**config.mk**
```make
export PLATFORM = sky130hd
export DESIGN_NAME = decode_ctrl_stage
export DESIGN_NICKNAME = d
export VERILOG_FILES = /design/src/rtl/decode_pkg.sv /design/src/rtl/md_sequencer.sv /design/src/rtl/decode_ctrl_stage.sv
export SDC_FILE = /design/constraint.sdc
export NUM_CORES = 1
export LEC_CHECK = 0
export ABC_AREA = 1
export ABC_CLOCK_PERIOD_IN_PS = 2300
export CAP_MARGIN = 10
export CORE_ASPECT_RATIO = 1.25
export CORE_UTILIZATION = 30
export CTS_BUF_LIST = sky130_fd_sc_hd__clkbuf_8
export DETAILED_ROUTE_END_ITERATION = 8
export PLACE_DENSITY = 0.63
export SLEW_MARGIN = 10
export SYNTH_ARGS = -nofsm -noshare
export SYNTH_HDL_FRONTEND = slang
export SYNTH_SLANG_ARGS = --single-unit
export TNS_END_PERCENT = 100
```
**constraint.sdc**
```tcl
create_clock -name clk -period 2.3 [get_ports clk]
set_input_delay 0.345 -clock clk [delete_from_list [all_inputs] [get_ports clk]]
set_output_delay 0.345 -clock clk [all_outputs]
set_load 0.05 [all_outputs]
```
**src/rtl/decode_pkg.sv**
```systemverilog
// decode_pkg
//   Shared definitions for the RV32IM decode control stage: opcode and
//   funct7 constants, 5-bit ALU operation codes, ResultSrc/ImmSrc encodings,
//   the mul/div sequencer state encoding and the packed E-stage control
//   bundle ctrl_t. The all-zero ctrl_t value is a bubble.
package decode_pkg;

  // Major opcodes (InstrD[6:0])
  localparam logic [6:0] OP_LOAD   = 7'b0000011;
  localparam logic [6:0] OP_STORE  = 7'b0100011;
  localparam logic [6:0] OP_R      = 7'b0110011;
  localparam logic [6:0] OP_IMM    = 7'b0010011;
  localparam logic [6:0] OP_BRANCH = 7'b1100011;
  localparam logic [6:0] OP_JAL    = 7'b1101111;
  localparam logic [6:0] OP_JALR   = 7'b1100111;
  localparam logic [6:0] OP_LUI    = 7'b0110111;
  localparam logic [6:0] OP_AUIPC  = 7'b0010111;

  // funct7 classes
  localparam logic [6:0] F7_BASE   = 7'b0000000;
  localparam logic [6:0] F7_ALT    = 7'b0100000;
  localparam logic [6:0] F7_MULDIV = 7'b0000001;

  // ALU codes: {0, legacy 4-bit}; M ops are {2'b10, funct3}
  localparam logic [4:0] ALU_ADD  = 5'b00000;
  localparam logic [4:0] ALU_SUB  = 5'b00001;
  localparam logic [4:0] ALU_AND  = 5'b00010;
  localparam logic [4:0] ALU_OR   = 5'b00011;
  localparam logic [4:0] ALU_XOR  = 5'b00100;
  localparam logic [4:0] ALU_SLT  = 5'b00101;
  localparam logic [4:0] ALU_SLTU = 5'b00110;
  localparam logic [4:0] ALU_SLL  = 5'b00111;
  localparam logic [4:0] ALU_SRL  = 5'b01000;
  localparam logic [4:0] ALU_BGE  = 5'b01001;
  localparam logic [4:0] ALU_BGEU = 5'b01010;
  localparam logic [4:0] ALU_SRA  = 5'b01011;
  localparam logic [4:0] ALU_BNE  = 5'b01100;
  localparam logic [4:0] ALU_LUI  = 5'b01111;
  localparam logic [1:0] ALU_MD_PREFIX = 2'b10;

  typedef enum logic [1:0] {
    RES_ALU   = 2'b00,
    RES_MEM   = 2'b01,
    RES_PC4   = 2'b10,
    RES_PCIMM = 2'b11
  } result_src_e;

  typedef enum logic [2:0] {
    IMM_I = 3'b000,
    IMM_S = 3'b001,
    IMM_B = 3'b010,
    IMM_J = 3'b011,
    IMM_U = 3'b100
  } imm_src_e;

  // Sequencer states kept as plain constants so older code can compare
  // against them directly.
  localparam logic [0:0] ST_IDLE = 1'b0;
  localparam logic [0:0] ST_BUSY = 1'b1;

  typedef enum logic [0:0] {
    MD_IDLE = ST_IDLE,
    MD_BUSY = ST_BUSY
  } md_state_e;

  typedef struct packed {
    logic        reg_write;
    logic        mem_write;
    logic        jump;
    logic        branch;
    logic        alu_src;
    logic        jalr;
    result_src_e result_src;
    logic [4:0]  alu_ctrl;
    logic [2:0]  addr_ctrl;
    logic        muldiv;
    logic        illegal;
  } ctrl_t;

  // ALU op for register/immediate arithmetic selected by funct3 alone
  // (funct7 variants are handled by the caller).
  function automatic logic [4:0] base_alu(input logic [2:0] f3);
    logic [4:0] op;
    case (f3)
      3'b000:  op = ALU_ADD;
      3'b001:  op = ALU_SLL;
      3'b010:  op = ALU_SLT;
      3'b011:  op = ALU_SLTU;
      3'b100:  op = ALU_XOR;
      3'b101:  op = ALU_SRL;
      3'b110:  op = ALU_OR;
      default: op = ALU_AND;
    endcase
    return op;
  endfunction

endpackage

```
**src/rtl/md_sequencer.sv**
```systemverilog
// md_sequencer
//   Holds a multi-cycle mul/div in Execute. On start (an M-op entering E)
//   the down-counter loads n_cycles-1; busy stays high until it runs out, so
//   the op occupies E for exactly n_cycles cycles with busy high for all but
//   the last one.
// Ports:
//   clk, rst   clock, synchronous active-high reset (aborts any sequence)
//   start      M-op is being captured into E this edge
//   n_cycles   Execute occupancy of that op (>=1)
//   busy       high while the sequence still has cycles left after this one
module md_sequencer
  import decode_pkg::*;
(
  input  logic       clk,
  input  logic       rst,
  input  logic       start,
  input  logic [7:0] n_cycles,
  output logic       busy
);

  md_state_e  state_reg, state_next;
  logic [7:0] cnt_reg, cnt_next;

  always_comb begin
    state_next = state_reg;
    cnt_next   = cnt_reg;
    case (state_reg)
      MD_IDLE: begin
        if (start) begin
          cnt_next = n_cycles - 8'd1;
          // single-cycle ops complete without ever raising busy
          if (n_cycles > 8'd1) state_next = MD_BUSY;
        end
      end
      MD_BUSY: begin
        cnt_next = cnt_reg - 8'd1;
        if (cnt_reg == 8'd1) state_next = MD_IDLE;
      end
      default: state_next = MD_IDLE;
    endcase
  end

  always_ff @(posedge clk) begin
    if (rst) begin
      state_reg <= MD_IDLE;
      cnt_reg   <= 8'd0;
    end else begin
      state_reg <= state_next;
      cnt_reg   <= cnt_next;
    end
  end

  assign busy = (state_reg == MD_BUSY);

endmodule

```
**src/rtl/decode_ctrl_stage.sv**
```systemverilog
// decode_ctrl_stage
//   RV32I(+M) decode control. ImmSrcD is combinational from InstrD; all other
//   controls are registered into the D->E register. Illegal encodings enter
//   E as a bubble with IllegalE set. While a multi-cycle mul/div is running
//   the E register holds (FlushE ignored) and MdBusy stalls F/D.
// Ports:
//   clk, rst             clock, synchronous active-high reset
//   InstrD               instruction in Decode
//   FlushE               flush E to a bubble (ignored while MdBusy)
//   ImmSrcD              immediate format select for the D-stage extender
//   RegWriteE..JALRInstrE, ResultSrcE, ALUControlE, AddressingControlE
//                        registered E-stage controls
//   MulDivE              E holds an M-op
//   MdLastE              final E cycle of that M-op (result valid)
//   IllegalE             E holds a bubbled illegal instruction
//   MdBusy               stall request to the hazard unit
module decode_ctrl_stage
  import decode_pkg::*;
#(
  parameter int ALU_CTRL_W = 5,
  parameter int EN_M       = 1,
  parameter int MUL_CYCLES = 2,
  parameter int DIV_CYCLES = 33
) (
  input  logic                  clk,
  input  logic                  rst,
  input  logic [31:0]           InstrD,
  input  logic                  FlushE,
  output logic [2:0]            ImmSrcD,
  output logic                  RegWriteE,
  output logic                  MemWriteE,
  output logic                  JumpE,
  output logic                  BranchE,
  output logic                  ALUSrcE,
  output logic                  JALRInstrE,
  output logic [1:0]            ResultSrcE,
  output logic [ALU_CTRL_W-1:0] ALUControlE,
  output logic [2:0]            AddressingControlE,
  output logic                  MulDivE,
  output logic                  MdLastE,
  output logic                  IllegalE,
  output logic                  MdBusy
);

  localparam logic [7:0] MUL_N = 8'(MUL_CYCLES);
  localparam logic [7:0] DIV_N = 8'(DIV_CYCLES);

  logic [6:0] opcode;
  logic [2:0] funct3;
  logic [6:0] funct7;
  logic       unused_fields;

  assign opcode = InstrD[6:0];
  assign funct3 = InstrD[14:12];
  assign funct7 = InstrD[31:25];
  // register and immediate fields are consumed by the datapath, not here
  assign unused_fields = ^{InstrD[24:15], InstrD[11:7]};

  ctrl_t    dec;
  ctrl_t    ctrl_d;
  imm_src_e imm_src;
  logic     illegal;

  always_comb begin
    dec     = '0;
    imm_src = IMM_I;
    illegal = 1'b0;
    case (opcode)
      OP_LOAD: begin
        dec.reg_write  = 1'b1;
        dec.alu_src    = 1'b1;
        dec.result_src = RES_MEM;
        dec.addr_ctrl  = funct3;
        if (funct3 == 3'b011 || funct3 == 3'b110 || funct3 == 3'b111) illegal = 1'b1;
      end
      OP_STORE: begin
        imm_src       = IMM_S;
        dec.mem_write = 1'b1;
        dec.alu_src   = 1'b1;
        dec.addr_ctrl = funct3;
        if (funct3 > 3'b010) illegal = 1'b1;
      end
      OP_R: begin
        dec.reg_write = 1'b1;
        case (funct7)
          F7_BASE: dec.alu_ctrl = base_alu(funct3);
          F7_ALT: begin
            if (funct3 == 3'b000)      dec.alu_ctrl = ALU_SUB;
            else if (funct3 == 3'b101) dec.alu_ctrl = ALU_SRA;
            else                       illegal = 1'b1;
          end
          F7_MULDIV: begin
            if (EN_M != 0) begin
              dec.alu_ctrl = {ALU_MD_PREFIX, funct3};
              dec.muldiv   = 1'b1;
            end else begin
              illegal = 1'b1;
            end
          end
          default: illegal = 1'b1;
        endcase
      end
      OP_IMM: begin
        dec.reg_write = 1'b1;
        dec.alu_src   = 1'b1;
        // funct7 is only an opcode field for the shifts; otherwise it is
        // part of the immediate and must not be checked
        if (funct3 == 3'b001) begin
          dec.alu_ctrl = ALU_SLL;
          if (funct7 != F7_BASE) illegal = 1'b1;
        end else if (funct3 == 3'b101) begin
          if (funct7 == F7_BASE)     dec.alu_ctrl = ALU_SRL;
          else if (funct7 == F7_ALT) dec.alu_ctrl = ALU_SRA;
          else                       illegal = 1'b1;
        end else begin
          dec.alu_ctrl = base_alu(funct3);
        end
      end
      OP_BRANCH: begin
        imm_src    = IMM_B;
        dec.branch = 1'b1;
        case (funct3)
          3'b000:  dec.alu_ctrl = ALU_SUB;   // beq: zero flag of a-b
          3'b001:  dec.alu_ctrl = ALU_BNE;
          3'b100:  dec.alu_ctrl = ALU_SLT;   // blt
          3'b101:  dec.alu_ctrl = ALU_BGE;
          3'b110:  dec.alu_ctrl = ALU_SLTU;  // bltu
          3'b111:  dec.alu_ctrl = ALU_BGEU;
          default: illegal = 1'b1;
        endcase
      end
      OP_JAL: begin
        imm_src        = IMM_J;
        dec.reg_write  = 1'b1;
        dec.jump       = 1'b1;
        dec.result_src = RES_PC4;
      end
      OP_JALR: begin
        dec.reg_write  = 1'b1;
        dec.alu_src    = 1'b1;
        dec.jump       = 1'b1;
        dec.jalr       = 1'b1;
        dec.result_src = RES_PC4;
      end
      OP_LUI: begin
        imm_src       = IMM_U;
        dec.reg_write = 1'b1;
        dec.alu_src   = 1'b1;
        dec.alu_ctrl  = ALU_LUI;
      end
      OP_AUIPC: begin
        imm_src        = IMM_U;
        dec.reg_write  = 1'b1;
        dec.result_src = RES_PCIMM;
      end
      default: illegal = 1'b1;
    endcase

    ctrl_d = dec;
    if (illegal) begin
      ctrl_d         = '0;
      ctrl_d.illegal = 1'b1;
    end
  end

  assign ImmSrcD = imm_src;

  // Sequencer: an M-op starts only when it actually lands in E.
  logic       md_start;
  logic [7:0] md_n;
  logic       md_busy;

  assign md_start = ctrl_d.muldiv & ~md_busy & ~FlushE;
  assign md_n     = funct3[2] ? DIV_N : MUL_N;

  md_sequencer u_md_sequencer (
    .clk      (clk),
    .rst      (rst),
    .start    (md_start),
    .n_cycles (md_n),
    .busy     (md_busy)
  );

  ctrl_t e_reg;

  // Busy hold takes priority over flush so the running op is never lost.
  always_ff @(posedge clk) begin
    if (rst) begin
      e_reg <= '0;
    end else if (!md_busy) begin
      if (FlushE) e_reg <= '0;
      else        e_reg <= ctrl_d;
    end
  end

  assign RegWriteE          = e_reg.reg_write;
  assign MemWriteE          = e_reg.mem_write;
  assign JumpE              = e_reg.jump;
  assign BranchE            = e_reg.branch;
  assign ALUSrcE            = e_reg.alu_src;
  assign JALRInstrE         = e_reg.jalr;
  assign ResultSrcE         = e_reg.result_src;
  assign ALUControlE        = ALU_CTRL_W'(e_reg.alu_ctrl);
  assign AddressingControlE = e_reg.addr_ctrl;
  assign MulDivE            = e_reg.muldiv;
  assign IllegalE           = e_reg.illegal;
  assign MdBusy             = md_busy;
  assign MdLastE            = e_reg.muldiv & ~md_busy;

endmodule

```
==> impl_metrics.env <==
# implementation run metrics
export IMPL_outcome="finished clean"
export IMPL_largest_area_cell="dfxtp_1"
export IMPL_most_common_cell="nand2_1"
export IMPL_p_seq_frac=0.545
export IMPL_yosysWarnings=0
export IMPL_hp_class="flip-flop to flip-flop"
export IMPL_drt_pre_antenna_iters=6
export IMPL_grt_pass1_vias=1770
export IMPL_max_freq_mhz=500
export IMPL_p_comb_frac=0.150
export IMPL_cts_buffer_depth=2
export IMPL_finalSetupTns_ns=0
export IMPL_post_place_ws_ns=0.169
export IMPL_yosys_area_top_type_share=0.313
export IMPL_fp_utilization=0.315
export IMPL_numCtsBuffers=3
export IMPL_p_switching_mw=0.213
export IMPL_warnings=42
export IMPL_relSlewSlack=0.660
export IMPL_htree_levels=1
export IMPL_timing_hold_ws_ns=0.464
export IMPL_p_clk_frac=0.305
export IMPL_ys_cells=289
export IMPL_die_w_um=69.8
export IMPL_core_um2=5480
export IMPL_ys_flop_type="dfxtp_1"
export IMPL_cp_start_kind="input pin"
export IMPL_area_leaders="dfxtp_1, nand2_1, a21oi_1"
export IMPL_drc_errors=0
export IMPL_tightest_slew_ns=0.509
export IMPL_clkSlewWorstSetupHoldPaths_ns=0.08
export IMPL_critPathCaptureType="output pin"
export IMPL_rsz0062_at_grt="false"
export IMPL_die_area_um2=6060
export IMPL_fin_crit_ns=2.00
export IMPL_ir_drop_v=0.000194
export IMPL_clkSinkCount=27
export IMPL_layout_area_seq_um2=541
export IMPL_instances_no_fill=403
export IMPL_swShare=0.247
export IMPL_p_per_area_nw_per_um2=366
export IMPL_worstPathMaxFanout=5
export IMPL_hold_buffers=0
export IMPL_routed_via_density=4.67
export IMPL_drtIter0Drc=81
export IMPL_cts_tree="done"
export IMPL_ys_flops=27
export IMPL_dp_hpwl_mm=3.49
export IMPL_vias=1880
export IMPL_common_cells="nand2_1, nor2_1, a21oi_1"
export IMPL_diodes=0
export IMPL_wl_mm=4.30
export IMPL_slew_violations=0
export IMPL_place_gp_congestion=0.877
export IMPL_grt_pass1_wl_mm=7.31
export IMPL_clock_root_buffer="clkbuf_8"
export IMPL_final_antenna_net_count=0
export IMPL_leakagePower_nw=0.980
export IMPL_setup_viol_count_final=0
export IMPL_logic_area_um2=1010
export IMPL_post_cts_setup_buffers=0
export IMPL_synth_cell_type_count=26
export IMPL_fp_dieH_um=86.8
export IMPL_overflow=0
export IMPL_rows=30
export IMPL_hold_violations=0
export IMPL_maxCapViolations=0
export IMPL_ys_area_um2=1730
export IMPL_enable_flop_cells=0
export IMPL_layout_nets=377
export IMPL_antenna_found_initial=0
critical path: stages:
cell and delay (ns):
clkdlybuf4s50_1 0.46, nand2_1 0.11, inv_1 0.11, nand2_2 0.10, o21ai_0 0.34, buf_12 0.19
metal layers:
layer / part of all wire / global-route usage / up-vias / routed length [um]
met2: 0.53 / 0.286 / 36 / 2300
met1: 0.43 / 0.166 / 811 / 1860
met4: 0.0095 / 0.0436 / 0 / 41
li1: - / - / 1027 / -
met3: 0.023 / 0.0105 / 6 / 100
met5: 0 / 0 / - / 0
power groups by stage:
stage	Clock (mW)	Sequential, mW	Combinational [mW]
2_1_floorplan	0	0.485	0.0615
3_3_place_gp	0	0.480	0.128
3_5_place_dp	0	0.480	0.130
4_1_cts	0.271	0.469	0.130
5_1_grt	0.292	0.470	0.145
6_report	0.263	0.469	0.129
area by class of cell:
class	count	area share
repair buffers	55	0.232
clock buffers	3	0.0176
well taps	64	0.0340
inverters	35	0.0559
multi-input cells	218	0.429
flip-flops and latches	27	0.230
clock inverters	1	0.00213
placed cells by master (no fill, tap or decap), types with 4 or more instances in the layout:
cell	count
clkdlybuf4s50_1	38
nor2_1	37
nand3_1	30
inv_1	32
buf_4	14
a21oi_1	33
nor2_2	4
nand2_1	81
dfxtp_1	27
o21ai_0	9
worst paths after layout:
check,endpoint,cells after the start,slack (ns),startpoint
worst min register to register,ALUControlE[3]$_SDFFE_PP0N_,2,0.46,ALUControlE[3]$_SDFFE_PP0N_
worst max-delay path,ImmSrcD[1],6,0.30,InstrD[0]
worst max register to register,u_md_sequencer.cnt_reg[7]$_SDFFE_PP0P_,6,0.59,u_md_sequencer.busy$_SDFF_PP0_
worst min-delay path,ALUControlE[3]$_SDFFE_PP0N_,2,0.46,ALUControlE[3]$_SDFFE_PP0N_
kinds of logic (layout without fill, tap and decap cells):
family	Yosys count	after routing	share of synthesized area
flip-flops	27	27	0.313
buffers and inverters	44	94	0.102
AND/OR/NAND/NOR	170	170	0.431
adder cells (fa/ha/maj)	2	2	0.0145
AND-OR/OR-AND	46	46	0.139
stage by stage:
step	util	cell area [um^2]
after floorplan	-	1730
after global placement	0.421	2310
after global routing	0.429	2350
final	0.429	2350
after detailed placement	0.421	2310
after CTS	0.429	2350
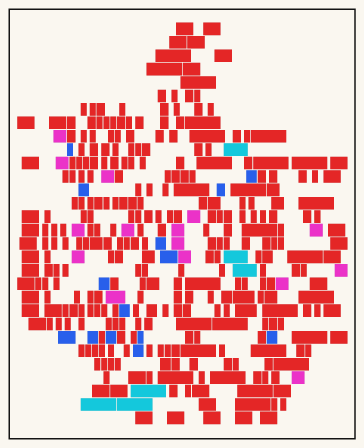
Fig. 1. Cell sizes after repair.
| colour | size | cells | share |
|---|---|---|---|
| blue | drive 2 | 14 | 4.1% |
| cyan | drive 6 and up | 6 | 1.8% |
| magenta | drive 3 to 4 | 15 | 4.4% |
| red | drive 1 or less | 304 | 90% |
Final Worst Setup Slack: 0.298 ns
area grow syn2layout: 36.3%

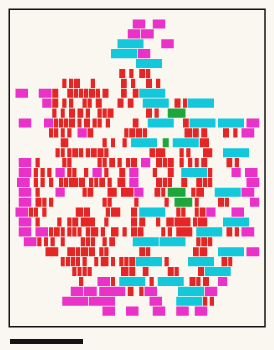
Fig. 2. Cells coloured by class.
The bar under the picture is 20 um long.
| colour | class | cells | share of their area |
|---|---|---|---|
| red | all other logic | 253 | 50% |
| green | clock drivers and dummy loads | 4 | 2.0% |
| magenta | other buffers and delay cells | 55 | 24% |
| cyan | flip-flops | 27 | 24% |

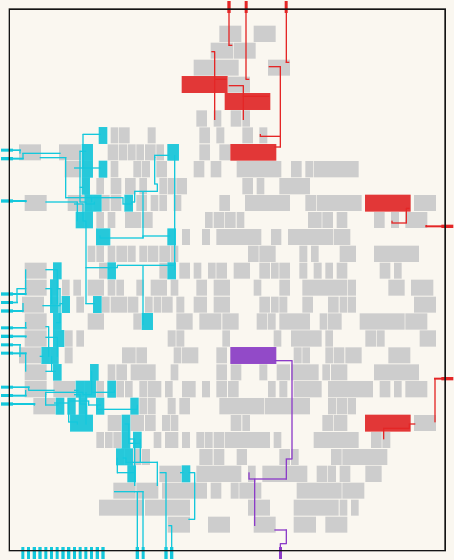
Fig. 3. I/O nets highlighted.
| colour | port | bits | direction | end cells | buffers | wire |
|---|---|---|---|---|---|---|
| cyan | InstrD | 32 | input | 43 | 19 | 370 um |
| purple | JumpE | 1 | output | 1 | 1 | 42.9 um |
| red | ALUControlE | 5 | output | 5 | 5 | 93.9 um |
IO Count: 58
Port Buffer Count: 42

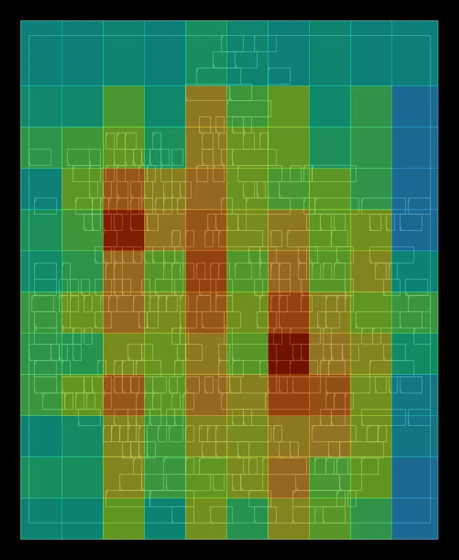
Fig. 4. Track usage over the die.
Tot GR Track Use: 0.146
met1 Track Usage GR: 0.166
gr busiest metal: met2
met2 Use GR: 0.286

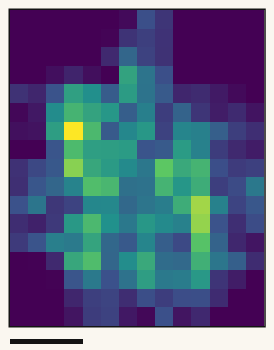
Fig. 5. Routed metal per tile.
The bar under the picture is 20 um long. The die is cut into 14 by 17 equal tiles; dark purple is low, yellow is high, scaled to the fullest tile. Values are wire area over tile area, all layers added.
tiles over half the peak: 17%
densest ninth of the die: middle
nearly empty tiles: 26%
emptiest ninth of the die: top right

Power and IR drop assume default switching activity.
